==> config.mk <==
export PLATFORM = sky130hd
export DESIGN_NAME = stb_byte_packer
export DESIGN_NICKNAME = d
export VERILOG_FILES = /design/src/rtl/stb_byte_packer_pkg.sv /design/src/rtl/stb_byte_packer_fifo.sv /design/src/rtl/stb_byte_packer.sv
export SDC_FILE = /design/constraint.sdc
export NUM_CORES = 1
export LEC_CHECK = 0
export ABC_AREA = 1
export ABC_CLOCK_PERIOD_IN_PS = 8300
export CAP_MARGIN = 20
export CORE_MARGIN = 3
export CORE_UTILIZATION = 25
export DETAILED_ROUTE_END_ITERATION = 7
export PLACE_DENSITY_LB_ADDON = 0.08
export SLEW_MARGIN = 20
export SYNTH_ARGS = -nofsm -noshare
export SYNTH_HDL_FRONTEND = slang
export SYNTH_HIERARCHICAL = 1
export SYNTH_SLANG_ARGS = --single-unit
==> constraint.sdc <==
create_clock -name CLK_I -period 8.3 [get_ports CLK_I]
set_input_delay 1.66 -clock CLK_I [delete_from_list [all_inputs] [get_ports CLK_I]]
set_output_delay 1.66 -clock CLK_I [all_outputs]
set_load 0.05 [all_outputs]
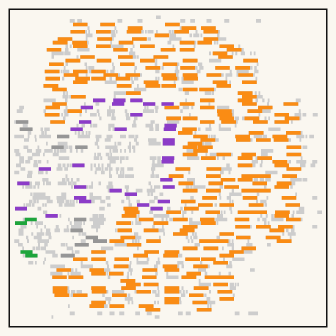
**Above:** register map, names as in the netlist.
netlist name	color	placed flops
u_fifo/r_mem	orange	256
u_fifo/o_level	green	4
r_asm	purple	32
not colored	11
FF+latch area: 8880 um2
sequential cell area share: 56.5%
Final Util: 29.7%
Sequential Power: 1.72 mW

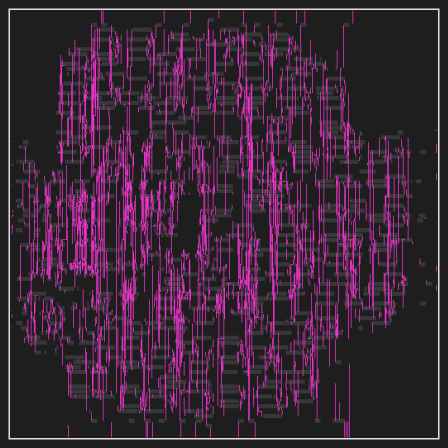
**Above:** the metal 2 layer.
share of all routed wire	45%
wire length on this layer	17,100 um
main direction	vertical
nets with wire on the layer	925
met2 usage: 21.1%
Vias: 9,076
final wirelength: 38.3 mm

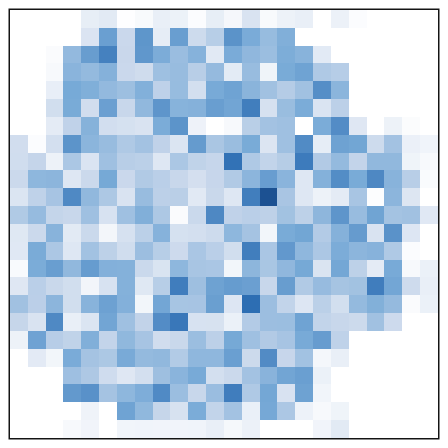
**Above:** local utilization.
24 x 24 tiles, from white (low) to dark blue (high), 0 to 100% covered.
mean over tiles	26%
fullest tile	87%
tiles over 75% full	0.30%
nearly empty tiles	21%
Core Region: 53,000 um2
Initial Utilization: 25.4%

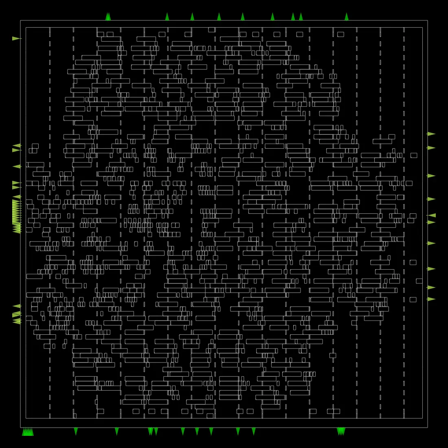
**Above:** placement view.
Cell Count, Final, Fillers Out: 1,970
fill cell count: 5,499

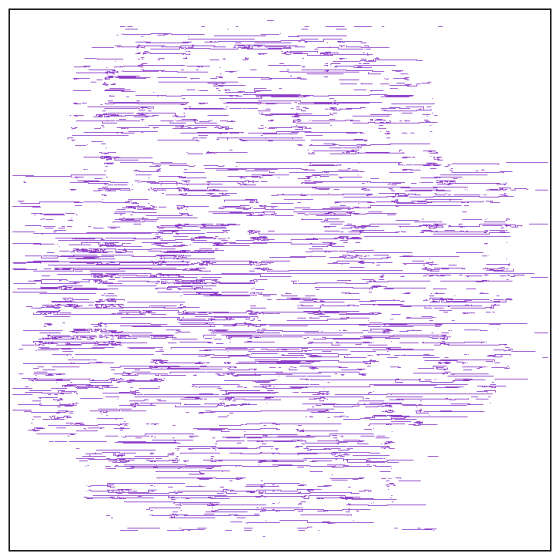
**Above:** metal 1.
main direction	horizontal
nets with wire on the layer	1,204
GRT met1 Usage: 19.4%

==> run_results.csv <==
group,metric,value,unit
sta,setup_tns,0,ns
worst_setup_path,crit_arrival,4.10,ns
worst_hold_path,min_path_type,"reg2reg",
worst_setup_path,criticalPathCategory,"reg2out",
cts,ctsHoldBuffers,0,
power_and_ir_drop,irDropWorstVdd,106,uV
synth,ys_seq_share,65.8,%
sta,drv_slew,0,
power_and_ir_drop,clk-power,1.50,mW
worst_hold_path,worstHoldPathCells,2,
floorplan,num_rows,84,
run,maxCapViolCount,0,
power_and_ir_drop,p_sw,884,uW
cts,cts_made_buffers,37,
synth,syn_area,13500,um2
global_routing,antenna_found_initial,0,
sta,timing.hold.ws,0.473,ns
worst_setup_path,path_delay_family,"buffers and inverters",
power_and_ir_drop,power_density,226,nW/um2
synth,ys_cells,1221,
sta,skew,0.0115,ns
layout,mostFrequentLayoutCells,"nor2_1 (276), edfxtp_1 (256), nand2_1 (182), o21ai_0 (94), nand3_1 (73)",
power_and_ir_drop,power_leader,"sequential cells",
detailed_routing,via_per_inst,4.61,
sta,rsz0062_at_grt,"no",
detailed_routing,first_iter_violations,551,
synth,synth_nets,1252,
detailed_routing,firstDrtPassIters,5,
cts,clk_pin_slew,0.06,ns
power_and_ir_drop,seq_power_share,48.4,%
place,globalplace.congestion,0.823,
power_and_ir_drop,cellLeakagePower,5.73,nW
synth,netlist_instances,1221,
floorplan,dieArea,56700,um2
layout,lay_top_count,"nor2_1",
synth,ys.flop_type,"edfxtp_1",
floorplan,ios,66,
worst_setup_path,cp-end-kind,"output port",
worst_setup_path,cp.required,6.64,ns
synth,synth-async-reset-ratio,15.5,%
worst_setup_path,reg2reg_depth,14,
layout,design_area,15700,um2
layout,antenna_cells,0,
cts,cts_sinks,303,
sta,tightest_slew,1.03,ns
power_and_ir_drop,power,3.55,mW
worst_setup_path,path_cells,"inv_4, buf_4, nor2_1, o32ai_1, o21ai_0, nor2_1, clkdlybuf4s50_1",
power_and_ir_drop,clkPwrFrac,42.2,%
power_and_ir_drop,p_int,2.67,mW
worst_setup_path,cp_common_cell,"nor2_1",
floorplan,die_y,238,um
sta,finalSetupViolations,0,
cts,cts_resized,0,
layout,nets,1288,
cts,clock_latency,0.53,ns
global_routing,track_usage,13.6,%
sta,fin_crit_sh,69.5,%
sta,hold_violations,0,
power_and_ir_drop,sw_frac_of_total,24.9,%
floorplan,chipWidth,238,um
global_routing,grt_overflow,0,
power_and_ir_drop,p_comb_share,9.4,%
place,dpl_cell_area,14600,um2
place,hpwl,22.3,mm
cts,cts-root-buf,"clkbuf_16",
worst_setup_path,path_depth,7,
worst_setup_path,cp_slowest_cell,"clkdlybuf4s50_1",
sta,max_freq,173,MHz
synth,synth_cell_type_count,39,
worst_setup_path,start_kind,"flip-flop",
power_and_ir_drop,powerComb,332,uW
synth,edf_count,256,
cts,post_cts_buffers,0,
global_routing,grt_first_pass_wirelength,58.3,mm
sta,finalCriticalPeriod,5.76,ns
run,tool_warnings,36,
synth,synth_flops,303,
synth,syn_area_per_cell,11.0,um2
worst_setup_path,rrSetupSlack,3.38,ns
cts,cts-htree-levels,2,
detailed_routing,wl_per_cell,19.4,um
worst_setup_path,path_buffers,3,
sta,relSlewSlack,30.5,%
worst_setup_path,critPathMaxFanout,62,
global_routing,grt_max_degree,82,
cts,clockBufferDepth,3,
layout,syn2layout_area_growth,16.8,%
synth,yosys_area,13500,um2
layout,largest_register_ffs,256,
global_routing,first_global_vias,9069,
status,status,"finished clean",
layout,drive_above_1_share,8.27,%
detailed_routing,drc,0,
detailed_routing,postRouteAntennaNets,0,
place,portBuffers,58,
cts,cts_tree,"yes",
worst_setup_path,critPathMaxStageDelay,0.84,ns
synth,ys_warn_count,6,
==> cells by family (layout without fill, tap and decap cells) <==
kind of cell	count (synthesis)	in the layout	share of synthesized area [%]
buffers and inverters	122	183	4.92
AOI/OAI and AO/OA	194	194	9.67
xor gates and xnor gates	1	1	0.0651
other	2	2	0.0558
and+or+nand+nor	590	590	18.6
DFF	303	303	65.8
adders and majority gates	9	9	0.836
==> metrics by stage <==
| step | setup WS (ns) | cells |
|---|---|---|
| 2_1_floorplan | 3.59 | 1221 |
| 3_3_place_gp | 2.35 | 1906 |
| 3_5_place_dp | 2.31 | 1906 |
| 4_1_cts | 2.33 | 1970 |
| 5_1_grt | 2.29 | 1970 |
| 6_report | 2.54 | 1970 |
==> per-layer routing <==
layer / routed length [um] / track usage [%] / vias up / part of all wire, %
met3: 1350 / 2.02 / 44 / 3.5
met4: 992 / 4.62 / 0 / 2.6
met2: 17100 / 21.1 / 181 / 45
li1: - / - / 4409 / -
met5: 0 / 0 / - / 0
met1: 18900 / 19.4 / 4442 / 49
==> cell usage after synthesis (3+ instances only) <==
cell      number  area (um2)
buf_4          8        60.1
o32ai_2        6        97.6
o21ai_0       96         480
nor2_1       284        1070
clkbuf_1      27         101
a21oi_1        5        25.0
clkinv_1       3        11.3
inv_2          4        15.0
o32ai_1       58         508
inv_1         34         128
buf_2         25         125
o21ai_1       18        90.1
ha_1           9         113
buf_6         12         135
nand4_1       36         225
dfrtp_1       46        1150
nand2_2        4        25.0
edfxtp_1     256        7690
o211ai_1       8        60.1
nand3_1       73         365
nor2_4         5        56.3
nand2_1      182         683
==> area by class of cell <==
cell class / count / area (um2)
clock buffer: 47 / 983
clock inverter: 17 / 126
fill: 5499 / 37300
inverter: 43 / 166
multi-input combinational: 796 / 4000
sequential: 303 / 8880
tap: 688 / 861
timing repair buffer: 76 / 711
No activity file was given, so power comes from the tool's default toggle rates.
